File: src/rtl/tpu_pkg.sv
// Shared types for the systolic-array instruction sequencer: instruction
// field widths, opcode and phase encodings, and a phase classification helper.
package tpu_pkg;

    localparam int OPCODE_W = 3;
    localparam int IMM_W    = 13;
    localparam int INSTR_W  = OPCODE_W + IMM_W;

    typedef enum logic [OPCODE_W-1:0] {
        OP_NOP         = 3'd0,
        OP_LOAD_ADDR   = 3'd1,
        OP_LOAD_WEIGHT = 3'd2,
        OP_LOAD_INPUT  = 3'd3,
        OP_COMPUTE     = 3'd4,
        OP_STORE       = 3'd5,
        OP_RSV6        = 3'd6,
        OP_RSV7        = 3'd7
    } opcode_e;

    typedef enum logic [2:0] {
        ST_IDLE          = 3'd0,
        ST_LOAD_W        = 3'd1,
        ST_LOAD_IN       = 3'd2,
        ST_COMPUTE_FEED  = 3'd3,
        ST_COMPUTE_DRAIN = 3'd4,
        ST_STORE         = 3'd5
    } state_e;

    // Phases whose last beat is also the last beat of the whole operation.
    function automatic logic is_final_phase(input state_e s);
        return (s == ST_LOAD_W) || (s == ST_LOAD_IN) ||
               (s == ST_COMPUTE_DRAIN) || (s == ST_STORE);
    endfunction

endpackage

File: src/rtl/tpu_sequencer_beat_counter.sv
// Beat counter for one sequencer phase: reloaded with a beat count on phase
// entry, advanced once per beat, flags the final beat of the phase.
module beat_counter #(
    parameter int CNT_W = 2
) (
    input  logic             clk,
    input  logic             reset,
    input  logic             load,
    input  logic [CNT_W-1:0] term,
    input  logic             advance,
    output logic [CNT_W-1:0] cnt_next,
    output logic             last
);

    logic [CNT_W-1:0] cnt;
    logic [CNT_W-1:0] term_q;

    // Beat index for the coming cycle; a reload restarts the phase at beat 0.
    always_comb begin
        cnt_next = cnt;
        if (load) begin
            cnt_next = '0;
        end else if (advance) begin
            cnt_next = cnt + CNT_W'(1);
        end
    end

    // Beat index and the terminal count of the phase in progress.
    always_ff @(posedge clk or negedge reset) begin
        if (!reset) begin
            cnt    <= '0;
            term_q <= '0;
        end else begin
            cnt <= cnt_next;
            if (load) begin
                term_q <= term;
            end
        end
    end

    assign last = (cnt == term_q - CNT_W'(1));

endmodule

File: src/rtl/tpu_sequencer.sv
// Instruction decoder and phase sequencer for the NxN systolic array. Accepts
// one instruction while idle, holds the base-address register and expands
// multi-cycle opcodes into registered per-beat strobes.
module tpu_sequencer
    import tpu_pkg::*;
#(
    parameter int N      = 2,
    parameter int ADDR_W = 6
) (
    input  logic                    clk,
    input  logic                    reset,
    input  logic [INSTR_W-1:0]      instruction,
    output logic                    instr_ready,
    output logic                    instr_err,
    output logic [ADDR_W-1:0]       base_addr,
    output logic                    ub_rd_en,
    output logic [ADDR_W-1:0]       ub_rd_addr,
    output logic                    ub_wr_en,
    output logic [ADDR_W-1:0]       ub_wr_addr,
    output logic                    wt_load_en,
    output logic                    in_load_en,
    output logic [$clog2(N)-1:0]    row_sel,
    output logic                    acc_clr,
    output logic                    feed_valid,
    output logic [$clog2(2*N)-1:0]  feed_step,
    output logic                    op_done
);

    localparam int RS_W  = $clog2(N);
    localparam int CNT_W = $clog2(2 * N);
    localparam logic [CNT_W-1:0] ROW_BEATS  = CNT_W'(N);
    localparam logic [CNT_W-1:0] FEED_BEATS = CNT_W'(2 * N - 1);
    localparam logic [CNT_W-1:0] LAST_ROW   = CNT_W'(N - 1);

    opcode_e           opcode;
    logic [IMM_W-1:0]  imm;
    state_e            state, state_nx;
    logic [ADDR_W-1:0] base_nx;
    logic              weights_loaded, inputs_loaded;
    logic              set_w, set_i, clr_i;
    logic              err_nx;
    logic              ctr_load, ctr_adv, ctr_last;
    logic [CNT_W-1:0]  ctr_term, cnt_nx;

    logic              rd_en_d, wr_en_d, wt_d, in_d, clr_d, fv_d, done_d;
    logic [ADDR_W-1:0] row_addr_d;
    logic [RS_W-1:0]   row_d;
    logic [CNT_W-1:0]  step_d;

    assign opcode = opcode_e'(instruction[INSTR_W-1:IMM_W]);
    assign imm    = instruction[IMM_W-1:0];

    beat_counter #(
        .CNT_W(CNT_W)
    ) u_beat_counter (
        .clk     (clk),
        .reset   (reset),
        .load    (ctr_load),
        .term    (ctr_term),
        .advance (ctr_adv),
        .cnt_next(cnt_nx),
        .last    (ctr_last)
    );

    // Decode in IDLE, step through the beats of each phase otherwise.
    always_comb begin
        state_nx = state;
        base_nx  = base_addr;
        err_nx   = 1'b0;
        ctr_load = 1'b0;
        ctr_term = '0;
        ctr_adv  = 1'b0;
        set_w    = 1'b0;
        set_i    = 1'b0;
        clr_i    = 1'b0;
        case (state)
            ST_IDLE: begin
                case (opcode)
                    OP_NOP: ;
                    OP_LOAD_ADDR: begin
                        if (imm[IMM_W-1:ADDR_W] != '0) begin
                            err_nx = 1'b1;
                        end else begin
                            base_nx = imm[ADDR_W-1:0];
                        end
                    end
                    OP_LOAD_WEIGHT: begin
                        state_nx = ST_LOAD_W;
                        ctr_load = 1'b1;
                        ctr_term = ROW_BEATS;
                    end
                    OP_LOAD_INPUT: begin
                        state_nx = ST_LOAD_IN;
                        ctr_load = 1'b1;
                        ctr_term = ROW_BEATS;
                    end
                    OP_COMPUTE: begin
                        if (weights_loaded && inputs_loaded) begin
                            state_nx = ST_COMPUTE_FEED;
                            ctr_load = 1'b1;
                            ctr_term = FEED_BEATS;
                        end else begin
                            err_nx = 1'b1;
                        end
                    end
                    OP_STORE: begin
                        state_nx = ST_STORE;
                        ctr_load = 1'b1;
                        ctr_term = ROW_BEATS;
                    end
                    default: err_nx = 1'b1;
                endcase
            end
            ST_COMPUTE_FEED: begin
                if (ctr_last) begin
                    state_nx = ST_COMPUTE_DRAIN;
                    ctr_load = 1'b1;
                    ctr_term = ROW_BEATS;
                end else begin
                    ctr_adv = 1'b1;
                end
            end
            default: begin
                if (ctr_last) begin
                    state_nx = ST_IDLE;
                    set_w    = (state == ST_LOAD_W);
                    set_i    = (state == ST_LOAD_IN);
                    clr_i    = (state == ST_COMPUTE_DRAIN);
                end else begin
                    ctr_adv = 1'b1;
                end
            end
        endcase
    end

    // Strobe values for the beat that the next clock edge starts.
    always_comb begin
        rd_en_d    = (state_nx == ST_LOAD_W) || (state_nx == ST_LOAD_IN);
        wr_en_d    = (state_nx == ST_STORE);
        wt_d       = (state_nx == ST_LOAD_W);
        in_d       = (state_nx == ST_LOAD_IN);
        fv_d       = (state_nx == ST_COMPUTE_FEED);
        clr_d      = (state == ST_IDLE) && (state_nx == ST_COMPUTE_FEED);
        done_d     = is_final_phase(state_nx) && (cnt_nx == LAST_ROW);
        row_addr_d = base_addr + ADDR_W'(cnt_nx) * ADDR_W'(N);
        row_d      = (rd_en_d || wr_en_d) ? cnt_nx[RS_W-1:0] : '0;
        step_d     = fv_d ? cnt_nx : '0;
    end

    // Phase state, base address and operand-loaded flags.
    always_ff @(posedge clk or negedge reset) begin
        if (!reset) begin
            state          <= ST_IDLE;
            base_addr      <= '0;
            weights_loaded <= 1'b0;
            inputs_loaded  <= 1'b0;
        end else begin
            state     <= state_nx;
            base_addr <= base_nx;
            if (set_w) begin
                weights_loaded <= 1'b1;
            end
            if (set_i) begin
                inputs_loaded <= 1'b1;
            end else if (clr_i) begin
                inputs_loaded <= 1'b0;
            end
        end
    end

    // Output registers; a reset drops every strobe at once and reopens the port.
    always_ff @(posedge clk or negedge reset) begin
        if (!reset) begin
            instr_ready <= 1'b1;
            instr_err   <= 1'b0;
            ub_rd_en    <= 1'b0;
            ub_rd_addr  <= '0;
            ub_wr_en    <= 1'b0;
            ub_wr_addr  <= '0;
            wt_load_en  <= 1'b0;
            in_load_en  <= 1'b0;
            row_sel     <= '0;
            acc_clr     <= 1'b0;
            feed_valid  <= 1'b0;
            feed_step   <= '0;
            op_done     <= 1'b0;
        end else begin
            instr_ready <= (state_nx == ST_IDLE);
            instr_err   <= err_nx;
            ub_rd_en    <= rd_en_d;
            ub_rd_addr  <= rd_en_d ? row_addr_d : '0;
            ub_wr_en    <= wr_en_d;
            ub_wr_addr  <= wr_en_d ? row_addr_d : '0;
            wt_load_en  <= wt_d;
            in_load_en  <= in_d;
            row_sel     <= row_d;
            acc_clr     <= clr_d;
            feed_valid  <= fv_d;
            feed_step   <= step_d;
            op_done     <= done_d;
        end
    end

endmodule

File: config.mk
export PLATFORM = sky130hd
export DESIGN_NAME = tpu_sequencer
export DESIGN_NICKNAME = d
export VERILOG_FILES = /design/src/rtl/tpu_pkg.sv /design/src/rtl/tpu_sequencer_beat_counter.sv /design/src/rtl/tpu_sequencer.sv
export SDC_FILE = /design/constraint.sdc
export NUM_CORES = 1
export LEC_CHECK = 0
export ABC_AREA = 1
export CAP_MARGIN = 10
export CORE_MARGIN = 2
export CORE_UTILIZATION = 45
export CTS_CLUSTER_DIAMETER = 60
export DETAILED_ROUTE_END_ITERATION = 7
export PLACE_DENSITY = 0.84
export SLEW_MARGIN = 20
export SYNTH_ARGS = -nofsm -noshare
export SYNTH_HDL_FRONTEND = slang
export SYNTH_SLANG_ARGS = --single-unit
File: constraint.sdc
create_clock -name clk -period 2.55 [get_ports clk]
set_input_delay 0.51 -clock clk [delete_from_list [all_inputs] [get_ports clk]]
set_output_delay 0.51 -clock clk [all_outputs]
set_load 0.01 [all_outputs]
### I/O nets highlighted, run 1

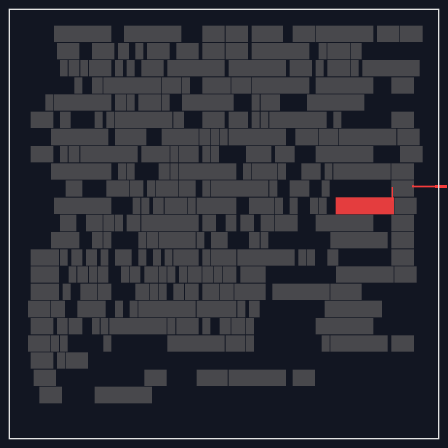
| port | color | bits | direction | edge | end cells | buffers | wire |
|---|---|---|---|---|---|---|---|
| `ub_rd_en` | red | 1 | output | east | 1 | 1 | 5.80 um |
port bufs: 47
I/O pin count: 48

### Met2 routing, run 1

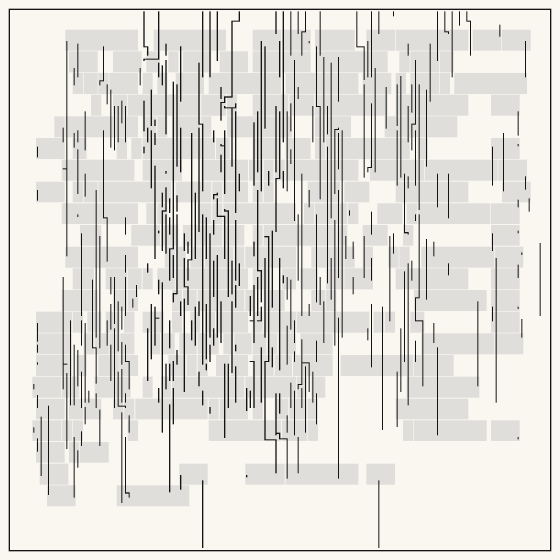
wire length on this layer: 1870 um
main direction: vertical
nets with wire on the layer: 230
share of all routed wire: 50%
longest straight run: 26.9 um
count of vias placed by the detailed router: 1439
aggregate routed wire length: 3740 um
GR met2 Demand/Resource: 0.293

### Metal 3, run 1

The bar under the picture is 20 um long.
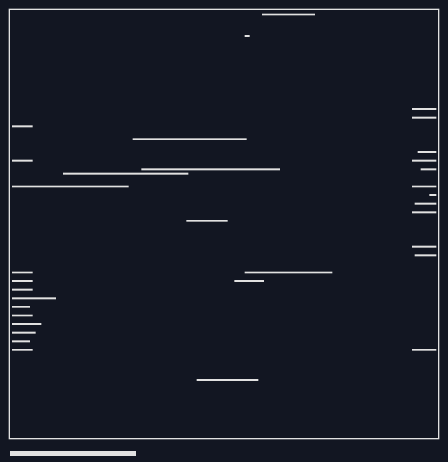
nets with wire on the layer: 29
share of all routed wire: 5.3%
longest straight run: 21.6 um
wire length on this layer: 196 um
main direction: horizontal

### Placed cells, one color a class, run 1

Fill, decap, tap and diode cells in gray.
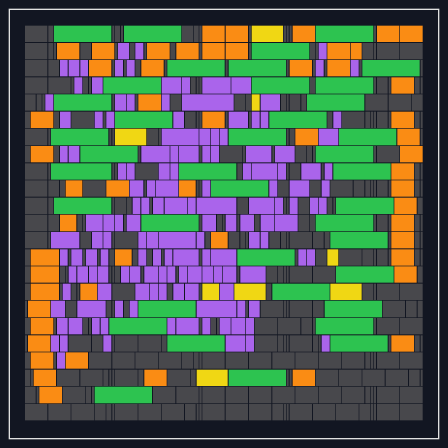
| class | color | cells | share of their area |
|---|---|---|---|
| remaining logic cells | purple | 148 | 35% |
| registers | green | 39 | 40% |
| remaining buffers and delay cells | orange | 53 | 21% |
| clock drivers and dummy loads | yellow | 8 | 3.5% |

==> run summary, run 1 <==
Numbers from the implementation run.

The synthesized netlist handed to floorplanning was reported with a cell count of 188. According to the finish report, the design has a final net count of 270. The leakage component of the power is 1.25 nW. Looking at the cell usage after synthesis, the top flip-flop cell is dfrtp_1. The worst setup timing slack at the placement stage is -0.322 ns. The aggregate global routing overflow is 0. The arrival time of data at the critical path endpoint is 2.54 ns. The die outline height is 67.7 um.

The count of synthesis-stage warnings from yosys is 0. Per Yosys stat, the portion of area used by sequential elements is 0.535. The tool flagged a number of max-cap violations equal to 0.

For reference, the final report shows the max-slew violation count at 0. The worst setup path is captured at a register. The worst register-to-register path depth is 15. TritonCTS built the clock tree. The final core utilization is 0.633. The share of async-settable or async-resettable flops after synthesis is 1.00. The endpoint identified for the worst register-to-register timing path is ub_wr_addr[5]. The pin count of the biggest net entering global routing is 40. The net count after synthesis is 211. Setup repair after global routing left no endpoint under its margin.

The pre-antenna-repair detailed-routing pass consisted of 4 iterations. The placement summary gives the final routability congestion estimate as 0.772. Post-synthesis, Yosys gives the total cell area as 1830 um^2. The fraction of final layout cells with drive strength greater than 1 is 0.230.

In this run, post-CTS hold repair placed 0 buffers. The horizontal die dimension reported for this design is 67.7 um. After synthesis, the most frequently instantiated cells are 38 x dfrtp_1, 25 x nand2_1, 24 x inv_1. The main area contributors are dfrtp_1 52%, nand2_1 5.1%, inv_1 4.9%, nor2_1 3.9%, nand3_1 3.6%.

The number of antenna violations at the first check in global routing came to 0. Yosys stat counts 188 cells in the synthesized netlist. Listed in order, past its start point the critical path passes inv_2 -> nand2_2 -> nand2_1 -> nand2_2 -> nand2_4 -> inv_2 -> nor2_1 -> nand2_1 -> nand3_2 -> inv_1 -> ha_1 -> fa_2 -> nand3_1 -> xor2_2 -> nor2_1. The transition at the pin with the smallest max-transition slack is 0.851 ns. The areal power density over the cells is 969 nW/um^2. The library cell used as clock root buffer is clkbuf_8.

The end-of-flow timing check tallies setup violations at 0. In the floorplan report the effective utilization is 0.463. The register-to-register path setup slack is 0.19 ns. The critical path is of the register to register type.

The run finished with clean final reports. The synthesized design spends more area on one cell type than any other, namely dfrtp_1.
run 1: timing repair:
action                                  4_1_cts  5_1_grt
hold endpoints to repair                      0        0
gates resized                                 1        4
endpoints found under the setup margin        1        6
pin swaps                                     1        1
run 1: power by group:
| group | internal (mW) | switching, mW | total, mW |
|---|---|---|---|
| combinational | 0.466 | 0.696 | 1.16 |
| clock | 0.191 | 0.217 | 0.408 |
| sequential | 0.764 | 0.0849 | 0.849 |
| total | 1.42 | 0.998 | 2.42 |
run 1: cell families (layout without fill, tap and decap cells):
logic type      after synthesis  after routing  share of synthesized area
fa+ha+maj                     5              5                     0.0384
simple gates                 85             85                      0.256
flops                        39             39                      0.535
xor+xnor                      3              3                     0.0144
compound gates               20             20                     0.0809
buf+inv                      36             96                     0.0754
run 1: layout make-up:
type	instances	area share
Clock buffer	6	0.0291
Timing Repair Buffer	53	0.207
Inverter	35	0.0536
Multi-Input combinational cell	113	0.289
Sequential cell	39	0.391
Tap cell	50	0.0251
Clock inverter	2	0.00501
run 1: registers in the layout, indices dropped and copies added (netlist names):
| name | cells |
|---|---|
| ub_rd_en | 1 |
| instr_err | 1 |
| feed_valid | 1 |
| ub_wr_addr | 6 |
| acc_clr | 1 |
| op_done | 1 |
| inputs_loaded | 1 |
| wt_load_en | 1 |
| feed_step | 2 |
| instr_ready | 1 |
| ub_wr_en | 1 |
| u_beat_counter.term_q | 2 |
| u_beat_counter.cnt | 2 |
| in_load_en | 1 |
| base_addr | 6 |
| row_sel | 1 |
| weights_loaded | 1 |
| ub_rd_addr | 6 |
| state | 3 |
run 1: worst max path at each step:
stage | start | to | slack, ns | cells past startpoint
after floorplan | instruction[14] | ub_wr_addr[5] | 0.32 | 12
after global placement | instruction[14] | ub_wr_addr[5] | -0.21 | 13
after detailed placement | instruction[14] | ub_wr_addr[5] | -0.32 | 13
after CTS | instruction[13] | ub_wr_addr[5] | 0.06 | 13
after global routing | u_beat_counter.cnt[1] | ub_wr_addr[5] | 0.04 | 15
final | u_beat_counter.cnt[1] | ub_wr_addr[5] | 0.19 | 15
run 1: per-layer routing:
metal	GRT usage	routed length [um]	vias up
met3	0.0467	196	8
li1	-	-	707
met5	0	0	-
met2	0.293	1870	36
met4	0.102	105	0
met1	0.219	1570	688
run 1: placed cells by master, fill, tap and decap left out, drive strengths merged, types with 4 or more instances in the layout:
| master | synthesis | routed |
|---|---|---|
| clkdlybuf4s50 | 0 | 43 |
| dfrtp | 38 | 38 |
| nand2 | 36 | 36 |
| inv | 35 | 35 |
| nor2 | 24 | 24 |
| nand3 | 18 | 18 |
| a21oi | 9 | 9 |
| o21ai | 8 | 8 |
| buf | 0 | 7 |
| clkbuf | 1 | 6 |
| ha | 4 | 4 |
run 1: metrics by stage:
stage | instances | hold WS, ns | instance area [um^2] | power [mW]
2_1_floorplan | 188 | 0.214 | 1830 | 1.60
3_3_place_gp | 290 | 0.477 | 2390 | 1.98
3_5_place_dp | 290 | 0.487 | 2390 | 2.02
4_1_cts | 298 | 0.335 | 2480 | 2.44
5_1_grt | 298 | 0.380 | 2500 | 2.58
6_report | 298 | 0.315 | 2500 | 2.42
==> inputs of run 2 (changes only) <==
Clock period 2.55 ns to 2.4 ns, I/O delays scaled along.
### Cell outlines without signal wires, run 2

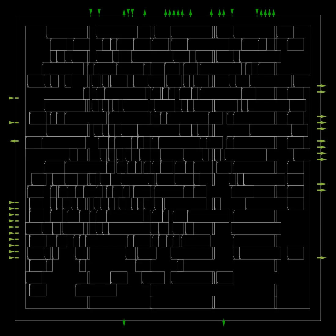
fraction of area in registers: 0.384
total number of placement rows: 23
final standard cell utilization of the core: 0.646
Filler cells: 323
tapcells inserted: 50

### Placed cells, one color a class, run 2

Fill, decap, tap and diode cells in gray.
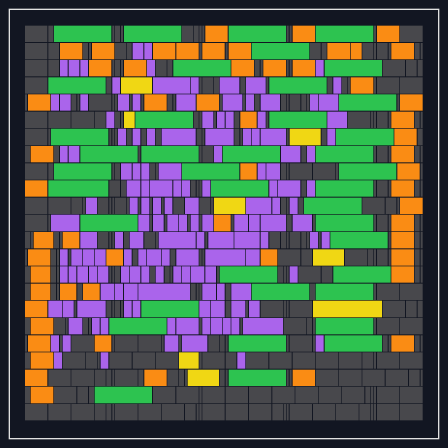
| class | color | cells | share of their area |
|---|---|---|---|
| remaining logic cells | purple | 148 | 35% |
| clock drivers and dummy loads | yellow | 8 | 4.5% |
| registers | green | 39 | 39% |
| remaining buffers and delay cells | orange | 56 | 21% |

### Metal 3, run 2

The bar under the picture is 20 um long.
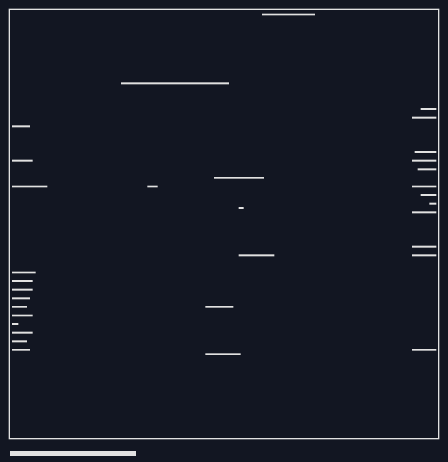
share of all routed wire: 3.3%
nets with wire on the layer: 29
main direction: horizontal
wire length on this layer: 121 um
longest straight run: 16.8 um
aggregate routed wire length: 3690 um
count of vias placed by the detailed router: 1424

==> run 2 against run 1 <==
Effect of this change: sequential share of layout area down 0.75 points; sequential power up 6.2%; final area up 2.0%; critical path type unchanged; largest cell class unchanged; highest routed layer unchanged.
==> run summary, run 2 <==
Numbers from the implementation run.

The placed instance area came to 2400 um^2 (+0.31%). The pin count of the biggest net entering global routing was 40 (unchanged). The flow ran to the end, and the final reports show no timing, DRC or antenna violations. The switching share of power was 0.394 (-0.0182).

The power after layout came to 2.69 mW (+11%). The cell area after layout came to 2550 um^2 (+2.0%). The aggregate global routing overflow is 0 (unchanged).

After synthesis, the most frequently instantiated cells are 38 x dfrtp_1, 25 x nand2_1, 24 x inv_1. The library cell used most frequently in the layout, excluding fill and tap cells, is clkdlybuf4s50_1. The leakage component of the power was 1.25 nW (+0.35%). The max capacitance violation total is 0 (unchanged).

The register-to-register path setup slack is 0.11 ns (-0.08 ns). The share of power burned in the clock network is 0.202 (+0.033). The starting utilization of the core area came to 0.463 (unchanged). The proportion of power drawn by flip-flops and latches is 0.335 (-0.016). The number of detailed-routing iterations run before antenna repair is 4 (unchanged). The largest registers in the layout are base_addr: 6 flops, ub_rd_addr: 6 flops, ub_wr_addr: 6 flops.

The non-filler instance count after layout is 301 (+1.0%). The number of antenna violations at the first check in global routing is 0 (unchanged). The minimum hold slack is 0.272 ns (-0.0426 ns). The width of the die is 67.7 um (unchanged). The cell count after synthesis is 188 (unchanged). By instance count after routing, the leading logic cell types are 43 x clkdlybuf4s50_1, 38 x dfrtp_1, 25 x nand2_1. The power dissipated by switching net loads came to 1.06 mW (+6.3%). The share of async-settable or async-resettable flops after synthesis was 1.00 (unchanged). The number of cells in the yosys synthesis report came to 188 (unchanged). The count of endpoints failing setup in the final report is 0 (unchanged). For this run, the leading register cell type out of synthesis is dfrtp_1.
-- run 2: cell counts after synthesis --
No cell type changed its count.
-- run 2: per-layer routing --
metal  global-route usage  part of all wire
met1                0.236              0.44
met2                0.288              0.51
met3               0.0333             0.032
met4               0.0995             0.019
met5                    0                 0
-- run 2: power groups by stage --
stage	Combinational [mW]	Sequential [mW]	Clock [mW]
floorplan	0.753	0.945	0
global placement	1.20	0.910	0
detailed placement	1.22	0.912	0
CTS	1.24	0.901	0.559
global route	1.38	0.920	0.591
finish	1.25	0.902	0.542
-- run 2: final cells by class --
cell class,instances,area share
Clock buffer,5,0.0270
Clock inverter,3,0.0172
Inverter,35,0.0526
Multi-Input combinational cell,113,0.287
Sequential cell,39,0.384
Tap cell,50,0.0246
Timing Repair Buffer,56,0.208
-- run 2: cell families (layout without fill, tap and decap cells) --
family | count (synthesis) | in the layout | share of synthesized area
buf+inv | 36 | 99 | 0.0754
fa+ha+maj | 5 | 5 | 0.0384
compound gates | 20 | 20 | 0.0809
simple gates | 85 | 85 | 0.256
flops | 39 | 39 | 0.535
xor+xnor | 3 | 3 | 0.0144
-- run 2: worst max-delay path by stage --
stage | startpoint | to | cells past startpoint
2_1_floorplan | state[0] | ub_wr_addr[5] | 11
3_3_place_gp | instruction[14] | ub_wr_addr[5] | 13
3_5_place_dp | instruction[14] | ub_wr_addr[5] | 13
4_1_cts | u_beat_counter.cnt[1] | ub_wr_addr[5] | 15
5_1_grt | u_beat_counter.cnt[1] | ub_wr_addr[4] | 16
6_report | u_beat_counter.cnt[1] | ub_wr_addr[5] | 14
-- run 2: repair_timing --
item	4_1_cts	5_1_grt
endpoints found under the setup margin	7	5
endpoints found under the hold margin	0	0
cloned	0	0
hold buffers	0	0
setup buffers	1	1
gates resized	6	2
pin swaps	2	2
-- run 2: metrics by stage --
| stage | util | setup WS [ns] |
|---|---|---|
| finish | 0.646 | 0.114 |
| floorplan | - | 0.195 |
| CTS | 0.642 | 0.0205 |
| global route | 0.646 | -0.0209 |
| global placement | 0.609 | -0.332 |
| detailed placement | 0.609 | -0.501 |
==> inputs of run 3 (changes only) <==
Settings changed: CAP_MARGIN 10 to unset.
### Placed cells, one color a class, run 3

Fill, decap, tap and diode cells in gray.
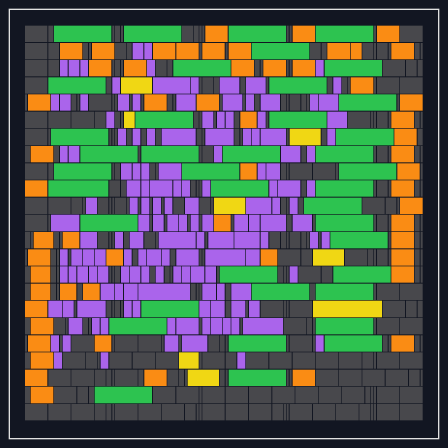
| class | color | cells | share of their area |
|---|---|---|---|
| clock drivers and dummy loads | yellow | 8 | 4.5% |
| remaining buffers and delay cells | orange | 56 | 21% |
| remaining logic cells | purple | 148 | 35% |
| registers | green | 39 | 39% |
Design Area, Final: 2550 um^2
core region area: 3940 um^2

### Met2 routing, run 3

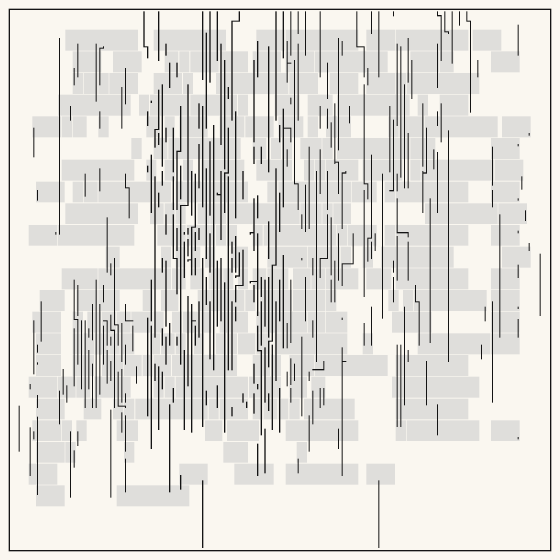
nets with wire on the layer: 220
longest straight run: 30.6 um

### I/O nets highlighted, run 3

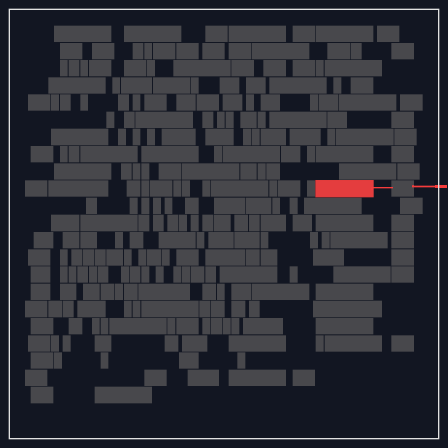
| port | color | bits | direction | edge | end cells | buffers | wire |
|---|---|---|---|---|---|---|---|
| `ub_rd_en` | red | 1 | output | east | 1 | 1 | 7.30 um |

==> run 3 against run 2 <==
Effect of this change: clock-buffer cell count did not move; core utilization did not move; sequential power barely moved; via count did not move; maximum frequency did not move; total power did not move; register-to-register slack barely moved; critical path depth did not move; non-clock buffer count did not move.
==> run summary, run 3 <==
Numbers from the implementation run.

The flow ran to the end, and the final reports show no timing, DRC or antenna violations. The registers reported with the highest flop counts are base_addr: 6 flops, ub_rd_addr: 6 flops, ub_wr_addr: 6 flops. The number of placement rows is 23 (unchanged). The switching share of power came to 0.394 (unchanged). The proportion of power drawn by flip-flops and latches is 0.335 (about the same).

The pin count of the biggest net entering global routing came to 40 (unchanged). The number of antenna violations at the first check in global routing is 0 (unchanged). The total wirelength of the detailed-routed design was 3690 um (unchanged). The share of power burned in the clock network is 0.202 (about the same). The register-to-register path setup slack is 0.11 ns (about the same). The power dissipated by switching net loads is 1.06 mW (unchanged). The cell count after synthesis was 188 (unchanged). The max capacitance violation total came to 0 (unchanged). The non-filler instance count after layout is 301 (unchanged).

The power after layout came to 2.69 mW (unchanged). In the synthesized netlist, the cells that appear most often are 38 x dfrtp_1, 25 x nand2_1, 24 x inv_1. The final core utilization is 0.646 (unchanged). The starting utilization of the core area came to 0.463 (unchanged). The placed instance area is 2400 um^2 (unchanged). The count of endpoints failing setup in the final report is 0 (unchanged). The dominant register cell in the synthesized netlist is dfrtp_1. In the layout the commonest cells are 43 x clkdlybuf4s50_1, 38 x dfrtp_1, 25 x nand2_1. The number of cells in the yosys synthesis report is 188 (unchanged). The number of detailed-routing iterations run before antenna repair came to 4 (unchanged).
[run 3: cell counts in the layout (fill, tap and decap cells not counted)]
Identical to the previous run, type by type.
[run 3: final cells by class]
cell class	count	area [um^2]
multi-input cells	113	731
clock buffers	5	68.8
flip-flops and latches	39	977
inverters	35	134
repair buffers	56	529
well taps	50	62.6
fillers	323	1400
clock inverters	3	43.8
[run 3: power groups by stage]
stage,Clock [mW],Sequential (mW),Combinational [mW]
after floorplan,0,0.945,0.753
after global placement,0,0.910,1.20
after detailed placement,0,0.912,1.22
after CTS,0.559,0.901,1.24
after global routing,0.591,0.920,1.38
final,0.542,0.902,1.25
[run 3: worst max-delay path by stage]
stage,depth (start not counted),startpoint,slack [ns],end
floorplan,11,state[0],0.19,ub_wr_addr[5]
global placement,13,instruction[14],-0.33,ub_wr_addr[5]
detailed placement,13,instruction[14],-0.50,ub_wr_addr[5]
CTS,15,u_beat_counter.cnt[1],0.02,ub_wr_addr[5]
global route,16,u_beat_counter.cnt[1],-0.02,ub_wr_addr[4]
finish,14,u_beat_counter.cnt[1],0.11,ub_wr_addr[5]
[run 3: kinds of logic after synthesis]
kind of cell,Yosys count,synth area share
flip-flops,39,0.535
AND-OR/OR-AND,20,0.0809
AND/OR/NAND/NOR,85,0.256
adder cells (fa/ha/maj),5,0.0384
XOR/XNOR,3,0.0144
buffers and inverters,36,0.0754
[run 3: layer usage]
| layer | track usage | up-vias | routed length [um] |
|---|---|---|---|
| met3 | 0.0333 | 6 | 120 |
| met1 | 0.236 | 669 | 1630 |
| li1 | - | 714 | - |
| met4 | 0.0995 | 0 | 70 |
| met2 | 0.288 | 35 | 1870 |
| met5 | 0 | - | 0 |
[run 3: through the flow]
stage	TNS, ns	setup slack [ns]
final	0	0.114
after global routing	-0.0488	-0.0209
after CTS	0	0.0205
after detailed placement	-3.01	-0.501
after global placement	-2.22	-0.332
after floorplan	0	0.195
[run 3: repair_timing]
action / in CTS / in global routing
setup endpoints to repair: 7 / 5
hold buffers: 0 / 0
gates resized: 6 / 2
buffers inserted: 1 / 1
pin swaps: 2 / 2
hold endpoints to repair: 0 / 0
Power figures rest on the tool's default switching activity, not on a simulated workload.
